**Run 1: met2 routing**

The bar under the picture is 50 microns long.
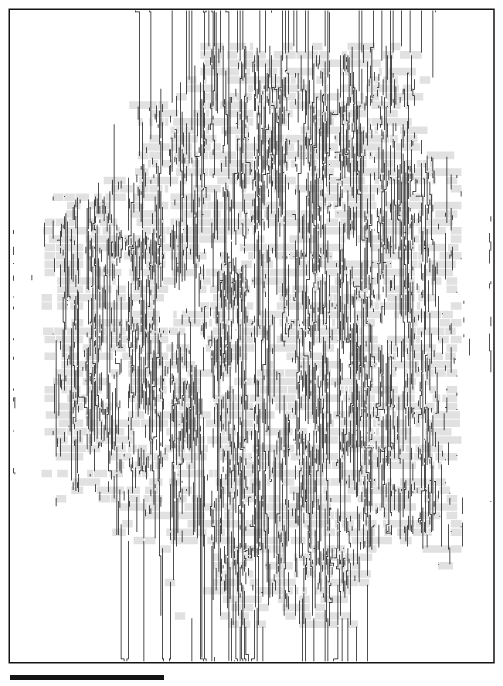
**Run 1: met1 routing**

The bar under the picture is 50 microns long. Supply wires on this layer in gray.
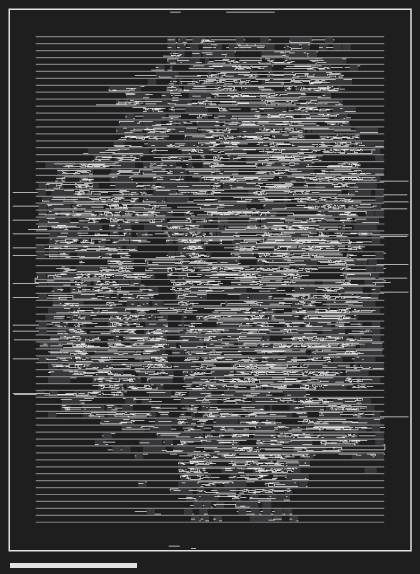
**Run 1: drive-strength map**

The bar under the picture is 50 microns long.
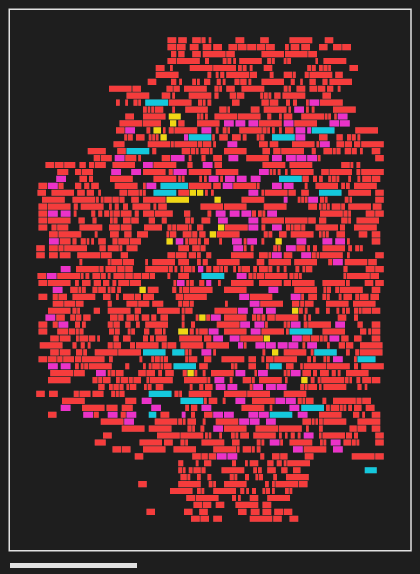
### config.mk
export PLATFORM = sky130hd
export DESIGN_NAME = sobel_window_loader
export DESIGN_NICKNAME = d
export VERILOG_FILES = /design/src/rtl/sobel_window_loader.sv
export SDC_FILE = /design/constraint.sdc
export NUM_CORES = 1
export LEC_CHECK = 0
export CAP_MARGIN = 15
export CORE_ASPECT_RATIO = 1.4
export CORE_MARGIN = 10
export CORE_UTILIZATION = 45
export CTS_CLUSTER_SIZE = 16
export DETAILED_ROUTE_END_ITERATION = 10
export PLACE_DENSITY = 0.68
export REMOVE_ABC_BUFFERS = 1
export SKIP_LAST_GASP = 1
export SLEW_MARGIN = 20
export SYNTH_ARGS = -nofsm -noshare
export SYNTH_HDL_FRONTEND = slang
export SYNTH_SLANG_ARGS = --single-unit
### constraint.sdc
create_clock -name clk -period 6.1 [get_ports clk]
set_input_delay 0.915 -clock clk [delete_from_list [all_inputs] [get_ports clk]]
set_output_delay 0.915 -clock clk [all_outputs]
set_load 0.1 [all_outputs]
### src/rtl/sobel_window_loader.sv
// sobel_window_loader: loads a 3x3 pixel window from image memory and keeps
// it current as the scan controller moves right, left or up.
// A full load reads 9 pixels. A move reads only the 3 newly exposed pixels
// and shifts the other 6.
// Ports:
//   clk, n_reset                  clock, async active-low reset
//   i_load_start, i_shift_start   one-cycle requests (load wins if both)
//   i_shift_dir                   01 right, 10 left, 11 up, 00 invalid
//   i_win_addr, i_length          top-left address after move, row length
//   o_mem_read/o_mem_addr         read request and address to pixel memory
//   i_mem_rdata/i_mem_ready       read data, beat accept
//   o_window                      pixel (r,c) at [PIX_W*(3r+c) +: PIX_W]
//   o_window_valid                set by first completed full load
//   o_busy, o_done                request in progress, commit pulse
module sobel_window_loader #(
  parameter int unsigned ADDR_W = 16,
  parameter int unsigned PIX_W  = 8
) (
  input  logic                 clk,
  input  logic                 n_reset,
  input  logic                 i_load_start,
  input  logic                 i_shift_start,
  input  logic [1:0]           i_shift_dir,
  input  logic [ADDR_W-1:0]    i_win_addr,
  input  logic [11:0]          i_length,
  output logic                 o_mem_read,
  output logic [ADDR_W-1:0]    o_mem_addr,
  input  logic [PIX_W-1:0]     i_mem_rdata,
  input  logic                 i_mem_ready,
  output logic [9*PIX_W-1:0]   o_window,
  output logic                 o_window_valid,
  output logic                 o_busy,
  output logic                 o_done
);
  localparam int unsigned CNT_W = 4;
  localparam logic [1:0] OP_LOAD  = 2'b00;
  localparam logic [1:0] OP_RIGHT = 2'b01;
  localparam logic [1:0] OP_LEFT  = 2'b10;
  localparam logic [1:0] OP_UP    = 2'b11;

  typedef enum logic {S_IDLE = 1'b0, S_READ = 1'b1} state_t;
  typedef logic [PIX_W-1:0] pix_t;

  state_t              r_state, w_state_nx;
  logic [1:0]          r_op, w_op_nx;
  logic [ADDR_W-1:0]   r_base, w_base_nx;
  logic [ADDR_W-1:0]   r_len, w_len_nx;
  logic [CNT_W-1:0]    r_cnt, w_cnt_nx;
  logic [ADDR_W-1:0]   r_mem_addr, w_addr_nx;
  logic                r_mem_read, w_read_nx;
  logic                r_busy, w_busy_nx;
  logic                r_done, w_done_nx;
  logic                r_valid, w_valid_nx;
  pix_t                r_stage [9];
  pix_t                r_win   [9];
  pix_t                w_stage_nx [9];
  pix_t                w_win_nx   [9];
  pix_t                w_fill     [9];
  pix_t                w_commit   [9];
  logic                w_start_ok, w_last;
  logic [1:0]          w_start_op;

  // Address of beat k: A + row*L + col, with the (row,col) set per operation.
  function automatic logic [ADDR_W-1:0] beat_addr(input logic [1:0] op,
                                                  input logic [ADDR_W-1:0] a,
                                                  input logic [ADDR_W-1:0] l,
                                                  input logic [CNT_W-1:0] k);
    logic [1:0]        row, col;
    logic [ADDR_W-1:0] roff;
    row = 2'd0;
    col = 2'd0;
    case (op)
      OP_LOAD: begin
        case (k)
          4'd0, 4'd1, 4'd2: row = 2'd0;
          4'd3, 4'd4, 4'd5: row = 2'd1;
          default:          row = 2'd2;
        endcase
        case (k)
          4'd0, 4'd3, 4'd6: col = 2'd0;
          4'd1, 4'd4, 4'd7: col = 2'd1;
          default:          col = 2'd2;
        endcase
      end
      OP_RIGHT: begin row = 2'(k); col = 2'd2; end
      OP_LEFT:  begin row = 2'(k); col = 2'd0; end
      default:  begin row = 2'd2;  col = 2'(k); end
    endcase
    case (row)
      2'd0:    roff = '0;
      2'd1:    roff = l;
      default: roff = l << 1;
    endcase
    return a + roff + ADDR_W'(col);
  endfunction

  // State register.
  always_ff @(posedge clk or negedge n_reset) begin
    if (!n_reset) r_state <= S_IDLE;
    else          r_state <= w_state_nx;
  end

  // Next state, beat sequencing and window commit.
  always_comb begin
    w_state_nx = r_state;
    w_op_nx    = r_op;
    w_base_nx  = r_base;
    w_len_nx   = r_len;
    w_cnt_nx   = r_cnt;
    w_addr_nx  = r_mem_addr;
    w_read_nx  = r_mem_read;
    w_busy_nx  = r_busy;
    w_done_nx  = 1'b0;
    w_valid_nx = r_valid;
    w_stage_nx = r_stage;
    w_win_nx   = r_win;
    w_start_op = i_load_start ? OP_LOAD : i_shift_dir;
    w_start_ok = i_load_start |
                 (i_shift_start & r_valid & (i_shift_dir != 2'b00));
    w_last     = (r_op == OP_LOAD) ? (r_cnt == CNT_W'(8)) : (r_cnt == CNT_W'(2));

    // Staging as it will look once the current beat is captured.
    w_fill = r_stage;
    w_fill[r_cnt] = i_mem_rdata;

    w_commit = r_win;
    for (int i = 0; i < 3; i++) begin
      case (r_op)
        OP_LOAD: begin
          w_commit[3*i]   = w_fill[3*i];
          w_commit[3*i+1] = w_fill[3*i+1];
          w_commit[3*i+2] = w_fill[3*i+2];
        end
        OP_RIGHT: begin
          w_commit[3*i]   = r_win[3*i+1];
          w_commit[3*i+1] = r_win[3*i+2];
          w_commit[3*i+2] = w_fill[i];
        end
        OP_LEFT: begin
          w_commit[3*i]   = w_fill[i];
          w_commit[3*i+1] = r_win[3*i];
          w_commit[3*i+2] = r_win[3*i+1];
        end
        default: begin
          w_commit[i]     = r_win[3+i];
          w_commit[3+i]   = r_win[6+i];
          w_commit[6+i]   = w_fill[i];
        end
      endcase
    end

    case (r_state)
      S_IDLE: begin
        if (w_start_ok) begin
          w_state_nx = S_READ;
          w_op_nx    = w_start_op;
          w_base_nx  = i_win_addr;
          w_len_nx   = ADDR_W'(i_length);
          w_cnt_nx   = '0;
          w_addr_nx  = beat_addr(w_start_op, i_win_addr, ADDR_W'(i_length), '0);
          w_read_nx  = 1'b1;
          w_busy_nx  = 1'b1;
        end
      end
      default: begin
        if (i_mem_ready) begin
          w_stage_nx = w_fill;
          if (w_last) begin
            // Whole window updates on the last-beat edge only.
            w_state_nx = S_IDLE;
            w_read_nx  = 1'b0;
            w_busy_nx  = 1'b0;
            w_done_nx  = 1'b1;
            w_cnt_nx   = '0;
            w_win_nx   = w_commit;
            if (r_op == OP_LOAD) w_valid_nx = 1'b1;
          end else begin
            w_cnt_nx  = r_cnt + CNT_W'(1);
            w_addr_nx = beat_addr(r_op, r_base, r_len, r_cnt + CNT_W'(1));
          end
        end
      end
    endcase
  end

  // Datapath and output registers.
  always_ff @(posedge clk or negedge n_reset) begin
    if (!n_reset) begin
      r_op       <= OP_LOAD;
      r_base     <= '0;
      r_len      <= '0;
      r_cnt      <= '0;
      r_mem_addr <= '0;
      r_mem_read <= 1'b0;
      r_busy     <= 1'b0;
      r_done     <= 1'b0;
      r_valid    <= 1'b0;
      for (int p = 0; p < 9; p++) begin
        r_stage[p] <= '0;
        r_win[p]   <= '0;
      end
    end else begin
      r_op       <= w_op_nx;
      r_base     <= w_base_nx;
      r_len      <= w_len_nx;
      r_cnt      <= w_cnt_nx;
      r_mem_addr <= w_addr_nx;
      r_mem_read <= w_read_nx;
      r_busy     <= w_busy_nx;
      r_done     <= w_done_nx;
      r_valid    <= w_valid_nx;
      r_stage    <= w_stage_nx;
      r_win      <= w_win_nx;
    end
  end

  // Flatten the window register onto the output bus.
  always_comb begin
    o_window = '0;
    for (int p = 0; p < 9; p++) o_window[PIX_W*p +: PIX_W] = r_win[p];
  end

  assign o_mem_read     = r_mem_read;
  assign o_mem_addr     = r_mem_addr;
  assign o_window_valid = r_valid;
  assign o_busy         = r_busy;
  assign o_done         = r_done;

endmodule

==> impl_metrics.env, run 1 <==
# physical design summary
export IMPL_outcome="finished clean"
export IMPL_synth_xor_area_share=0.01778
export IMPL_relSlewSlack=0.2900
export IMPL_antenna_found_initial=0
export IMPL_fp_util=0.4544
export IMPL_area_delta_synth_final_pct=17.42
export IMPL_antenna_left=0
export IMPL_rrSetupSlack_ps=710
export IMPL_met2WireLength_mm=17.30
export IMPL_place_congestion=0.8841
export IMPL_comb_share=0.4628
export IMPL_topCombFamilyByArea="AND-OR/OR-AND gates"
export IMPL_grt_pass1_wl_mm=53.44
export IMPL_lay_top_count="dfrtp_1"
export IMPL_clk_transition_reported_paths_ps=70
export IMPL_cts_repair_resized=0
export IMPL_crit_path_max_fanout=13
export IMPL_syn_inst=1223
export IMPL_row_count=70
export IMPL_yosys_most_used_dff="dfrtp_1"
export IMPL_ys_top_cells_by_area="dfrtp_1 (42%), mux2_2 (12%), ha_1 (5.9%), nand2_1 (5.4%), o21ai_0 (4.1%)"
export IMPL_finalCriticalPeriod_ps=5386
export IMPL_nNonClkBuffers=150
export IMPL_drt_wirelength_per_cell_microns=20.64
export IMPL_nets=1401
export IMPL_synth_warnings=0
export IMPL_r2r_end="o_mem_addr[15]$_DFFE_PN0P_"
export IMPL_ys_types=53
export IMPL_met3_length_mm=2.040
export IMPL_grt_remaining_overflow=0
export IMPL_layout_cells_non_filler=1633
export IMPL_clock_skew_ps=9.694
export IMPL_register_area_sq_um=4955
export IMPL_worstMarginPinSlew_ps=1062
export IMPL_logic_area_sq_um=6424
-- 'met2 routing' (at the start) --
nets with wire on the layer: 1159
share of all routed wire: 51%

-- 'met1 routing' (at the start) --
longest straight run: 38.2 microns
main direction: horizontal

-- 'drive-strength map' (at the start) --
legend:
  magenta:
    size: drive 2
    cells: 141
    share: 11%
  yellow:
    size: drive 3 to 4
    cells: 20
    share: 1.5%
  red:
    size: drive 1 or less
    cells: 1125
    share: 86%
  cyan:
    size: drive 6 and up
    cells: 23
    share: 1.8%

**Run 1: track usage over the die**

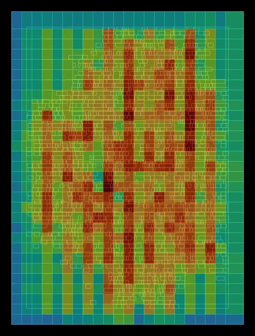

==> run 2, diff against run 1 <==
--- a/config.mk
+++ b/config.mk
@@ -11,10 +11,10 @@
 export CORE_UTILIZATION = 45
 export CTS_CLUSTER_SIZE = 16
 export DETAILED_ROUTE_END_ITERATION = 10
-export PLACE_DENSITY = 0.68
+export PLACE_DENSITY = 0.71
 export REMOVE_ABC_BUFFERS = 1
 export SKIP_LAST_GASP = 1
-export SLEW_MARGIN = 20
+export SLEW_MARGIN = 0
 export SYNTH_ARGS = -nofsm -noshare
 export SYNTH_HDL_FRONTEND = slang
 export SYNTH_SLANG_ARGS = --single-unit
==> constraint.sdc (replaced) <==
create_clock -name clk -period 4.58 [get_ports clk]
set_input_delay 0.687 -clock clk [delete_from_list [all_inputs] [get_ports clk]]
set_output_delay 0.687 -clock clk [all_outputs]
set_load 0.1 [all_outputs]
**Run 2: track usage over the die**

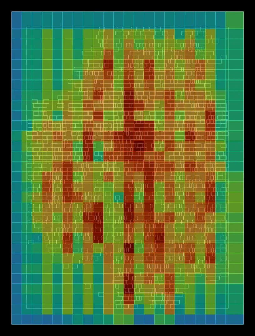
met2 global-route usage: 0.3649
GRT Util Overall: 0.2055
Routed wire per std cell: 20.70 microns

**Run 2: met1 routing**

The bar under the picture is 50 microns long. Supply wires on this layer in gray.
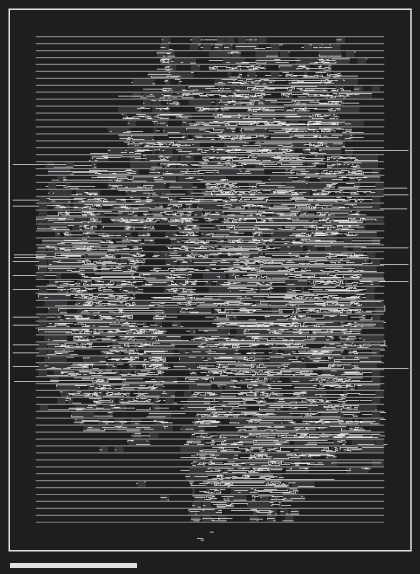
longest straight run: 41.4 microns
nets with wire on the layer: 1314
share of all routed wire: 40%
main direction: horizontal

==> impl_metrics.env, run 2 <==
# physical design summary
export IMPL_comb_share=0.4552
export IMPL_path_cells="inv_1, ha_1, nor2b_1, a311o_1, a41o_1, a22oi_1, nor2_1, a22oi_1, fa_1, inv_1, ha_1, inv_1, fa_1, nor2b_1, o31ai_2, a21oi_1, nor3_1, o22ai_1, xnor2_1, a221oi_1"
export IMPL_tns_ps=0
export IMPL_grt_max_degree=124
export IMPL_r2r_end="o_mem_addr[15]$_DFFE_PN0P_"
export IMPL_yosys_most_used_dff="dfrtp_1"
export IMPL_met3_length_mm=1.834
export IMPL_lay_top_count="dfrtp_1"
export IMPL_antenna_left=0
export IMPL_worstMarginPinSlew_ps=1046
export IMPL_nNonClkBuffers=170
export IMPL_layout_cells_non_filler=1654
export IMPL_relSlewSlack=0.3002
export IMPL_finalSetupViolCount=0
export IMPL_grt_pass1_wl_mm=54.61
export IMPL_crit_path_max_fanout=6
export IMPL_area_delta_synth_final_pct=19.48
export IMPL_synth_warnings=0
export IMPL_crit_path_top_delay_cell="fa_1"
export IMPL_ys_top_cells_by_area="dfrtp_1 (42%), mux2_2 (12%), ha_1 (5.9%), nand2_1 (5.4%), o21ai_0 (4.1%)"
export IMPL_syn_inst=1223
export IMPL_ys_ff=198
export IMPL_logic_area_sq_um=6429
export IMPL_topCombFamilyByArea="AND-OR/OR-AND gates"
export IMPL_register_area_sq_um=4957
export IMPL_row_count=70
export IMPL_antenna_found_initial=0
export IMPL_syn_area_per_cell_sq_um=9.665
export IMPL_outcome="finished clean"
export IMPL_cp_start_kind="register"
export IMPL_ys_types=53
export IMPL_place_congestion=0.8260
export IMPL_reg2reg_depth=20
export IMPL_cts_repair_resized=0
export IMPL_grt_remaining_overflow=0
export IMPL_clk_transition_reported_paths_ps=80
export IMPL_clock_skew_ps=11.35
export IMPL_met2WireLength_mm=17.66
export IMPL_nets=1421
export IMPL_synth_xor_area_share=0.01778
export IMPL_rrSetupSlack_ps=290
export IMPL_syn_cell_area_sq_um=11820
